Design dmem_arbiter, sky130hd; sources not shown.
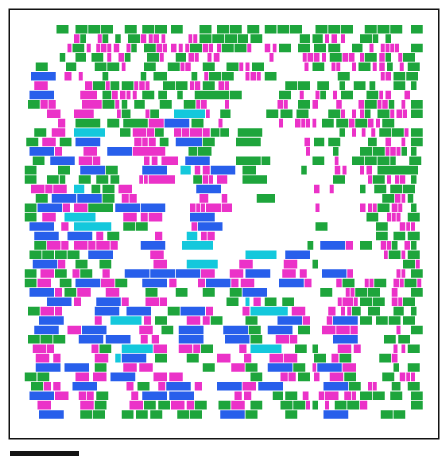
(placed cells, one color a class)
Bar = 20 microns.
| color | class | cells |
|---|---|---|
| magenta | all other logic | 362 |
| green | other buffers and delay cells | 331 |
| blue | flip-flops | 74 |
| cyan | clock drivers and dummy loads | 16 |
total number of placement rows: 42
core region area: 13,200 sq um
final standard cell area without fillers: 7450 sq um
fin util: 56.5%
fraction of area in registers: 19.9%

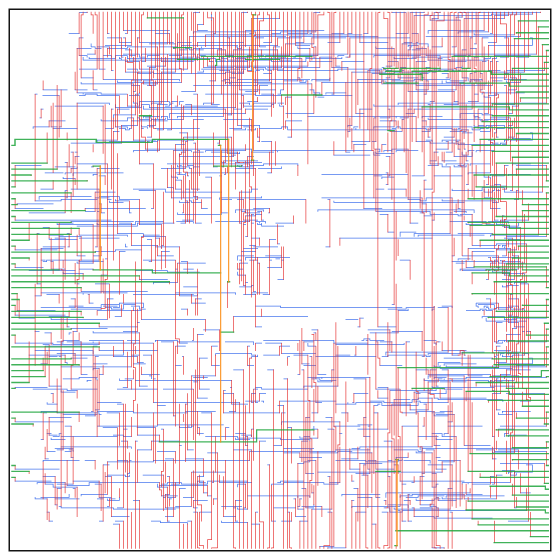
(metal layers overlaid)
| color | layer | wire length |
|---|---|---|
| red | met2 | 8,530 microns |
| blue | met1 | 6,460 microns |
| green | met3 | 1,660 microns |
| orange | met4 | 178 microns |
total via count in the routed design: 4,411
wire length per cell: 17.5 microns
aggregate global-route resource usage: 20.2%
drt total wl: 16.8 mm

==> report_table.html <==
<h2>Implementation results</h2>
<table>
<tr><th>Metric</th><th>Value</th></tr>
<tr><th colspan="2">Pwr</th></tr>
<tr><td>Worst-case vdd ir drop</td><td>0.000620 V</td></tr>
<tr><td>Combinational gate power</td><td>0.00111 W</td></tr>
<tr><td>Leakage power</td><td>3.16 nW</td></tr>
<tr><td>Clock power frac</td><td>37.1%</td></tr>
<tr><td>Clk. pwr</td><td>0.00143 W</td></tr>
<tr><td>Internal Power</td><td>0.00284 W</td></tr>
<tr><td>Switching share of power</td><td>26.4%</td></tr>
<tr><td>Power share of the combinational group</td><td>28.6%</td></tr>
<tr><td>Overall power after layout</td><td>0.00387 W</td></tr>
<tr><th colspan="2">Drt</th></tr>
<tr><td>Met2 routed WL</td><td>8.53 mm</td></tr>
<tr><td>Detailed Route Iter0 Violations</td><td>249</td></tr>
<tr><td>Antenna Violating Nets Remaining</td><td>0</td></tr>
<tr><td>Initial DRT Pass Iterations</td><td>4</td></tr>
<tr><td>Routed metal-1 wirelength</td><td>6.46 mm</td></tr>
<tr><td>Via density</td><td>4.59</td></tr>
<tr><td>Total length of routed met3 wires</td><td>1.66 mm</td></tr>
<tr><th colspan="2">Finish</th></tr>
<tr><td>Net count, final</td><td>947</td></tr>
<tr><td>Layout sequential cell count</td><td>74</td></tr>
<tr><td>Inverters excl. clock</td><td>3</td></tr>
<tr><td>Non-clock buffer total of the final layout</td><td>331</td></tr>
<tr><td>Area Overhead vs Synth</td><td>91.4%</td></tr>
<tr><td>Multi-input comb cells</td><td>359</td></tr>
<tr><td>Fraction of layout cells with a size suffix above 1</td><td>19.8%</td></tr>
<tr><td>ClkCell Share</td><td>4.30%</td></tr>
<tr><td>Most common logic cell in the routed design</td><td>clkdlybuf4s50_1</td></tr>
<tr><td>Area-dominant class</td><td>buffers</td></tr>
<tr><td>Fill cell count</td><td>1,218</td></tr>
<tr><td>Post-layout instance count excluding filler cells</td><td>960</td></tr>
<tr><td>Area occupied by multi-input gates</td><td>2240 sq um</td></tr>
<tr><td>Most used cells in the layout excluding fill and tap cells</td><td>clkdlybuf4s50_1 (230), nand2_1 (131), dfxtp_1 (73)</td></tr>
<tr><th colspan="2">Logic synthesis</th></tr>
<tr><td>Largest area contributor in the netlist</td><td>dfxtp_1</td></tr>
<tr><td>Post-Synth AOI/OAI Area</td><td>9.90%</td></tr>
<tr><td>Xor/xnor cell area share of the yosys netlist</td><td>0.450%</td></tr>
<tr><td>Leading cell types by total area after synthesis</td><td>dfxtp_1 (38%), mux2_2 (17%), nand2_1 (13%)</td></tr>
<tr><td>Synthesis-stage register bit count</td><td>74</td></tr>
<tr><td>Synth Warn #</td><td>0</td></tr>
<tr><td>Mean cell area of the mapped netlist</td><td>8.25 sq um</td></tr>
<tr><td>Cell count in the Yosys report</td><td>472</td></tr>
<tr><td>Unique cell types</td><td>31</td></tr>
<tr><td>Chip area in the Yosys report</td><td>3890 sq um</td></tr>
<tr><td>Area share of the largest cell type after synthesis</td><td>38.0%</td></tr>
<tr><th colspan="2">Worst setup path</th></tr>
<tr><td>Cells along the critical path</td><td>nand2b_4 -&gt; a311oi_4 -&gt; buf_4 -&gt; buf_12 -&gt; nand2_1 -&gt; a21oi_1 -&gt; clkdlybuf4s15_1</td></tr>
<tr><td>Kind of end point of the critical path</td><td>output port</td></tr>
<tr><td>Depth of the worst register-to-register path</td><td>6</td></tr>
<tr><td>CP Launch Type</td><td>flip-flop</td></tr>
<tr><td>Class of the most critical setup path</td><td>flip-flop to output port</td></tr>
<tr><td>Crit path largest cell delay</td><td>0.33 ns</td></tr>
<tr><td>Sum of buffers and inverters on the critical path</td><td>3</td></tr>
<tr><td>Worst EP arrival</td><td>2.01 ns</td></tr>
<tr><td>CP required</td><td>2.06 ns</td></tr>
<tr><td>Worst-path fanout max</td><td>29</td></tr>
<tr><th colspan="2">Timing</th></tr>
<tr><td>Minimum clock period after layout</td><td>2.37 ns</td></tr>
<tr><td>Max Freq</td><td>422 MHz</td></tr>
<tr><td>Worst slew pin tran</td><td>0.680 ns</td></tr>
<tr><td>Final worst hold slack</td><td>0.340 ns</td></tr>
<tr><td>Unrepaired setup endpoints after global routing</td><td>true</td></tr>
<tr><td>Worst clock skew</td><td>0.00546 ns</td></tr>
<tr><td>Max-slew violation total from the final report</td><td>0</td></tr>
<tr><td>Final Worst Setup Slack</td><td>0.0516 ns</td></tr>
<tr><td>Total setup violations reported at the end of the flow</td><td>0</td></tr>
<tr><td>Fraction of the cycle the final worst path needs</td><td>97.9%</td></tr>
<tr><th colspan="2">CTS</th></tr>
<tr><td>H-tree levels</td><td>3</td></tr>
<tr><td>Num CTS Buffers</td><td>9</td></tr>
<tr><td>Longest Clk Path Bufs</td><td>2</td></tr>
<tr><td>Total number of clock tree sinks</td><td>74</td></tr>
<tr><td>Clock slew at the register clock pins of the worst setup and hold paths</td><td>0.06 ns</td></tr>
<tr><td>Buffer type at the clock tree root</td><td>clkbuf_16</td></tr>
<tr><td>Post-cts hold-fix buffer tally</td><td>0</td></tr>
<tr><th colspan="2">GRT</th></tr>
<tr><td>Via count of the first global-routing pass</td><td>4,427</td></tr>
<tr><td>Remaining global-route overflow</td><td>0</td></tr>
<tr><td>Initial antenna violation count</td><td>0</td></tr>
<tr><td>First-pass GRT wire length</td><td>23.8 mm</td></tr>
<tr><th colspan="2">Outcome</th></tr>
<tr><td>Result of the run</td><td>completed</td></tr>
<tr><th colspan="2">Min path</th></tr>
<tr><td>Worst Hold Class</td><td>input port to flip-flop</td></tr>
<tr><th colspan="2">Floorplanning</th></tr>
<tr><td>Number of top-level pins</td><td>302</td></tr>
<tr><td>Die Wd</td><td>124 microns</td></tr>
<tr><td>Vertical die size</td><td>124 microns</td></tr>
<tr><th colspan="2">Flow run</th></tr>
<tr><td>OpenROAD warnings</td><td>27</td></tr>
<tr><th colspan="2">Place</th></tr>
<tr><td>Number of buffer cells added on primary ports</td><td>301</td></tr>
<tr><td>Worst-case setup slack after placement</td><td>-0.404 ns</td></tr>
</table>
==> Yosys cell counts (all sizes together) <==
master / count
nand3: 2
a21oi: 67
a31oi: 1
a211oi: 1
clkbuf: 11
xnor2: 1
mux2i: 2
xor2: 1
o21ai: 1
nor3: 5
mux2: 64
dfxtp: 74
nor3b: 1
a311oi: 1
or2: 1
nand2b: 3
a311o: 1
nor4: 1
nand2: 131
nor2: 4
inv: 3
nor2b: 68
buf: 25
ha: 1
and3: 2
==> per-layer routing <==
layer	global-route usage (%)	up-vias
met5	0	-
met4	4.84	0
met3	6.81	12
met2	36.0	186
met1	23.2	2043
li1	-	2170
==> repair_timing <==
item	4_1_cts	5_1_grt
pin swaps	1	0
endpoints found under the setup margin	68	60
gates cloned	3	0
setup buffers	8	1
gates resized	108	75
endpoints found under the hold margin	0	0
Power is estimated from default activity; no workload was simulated.
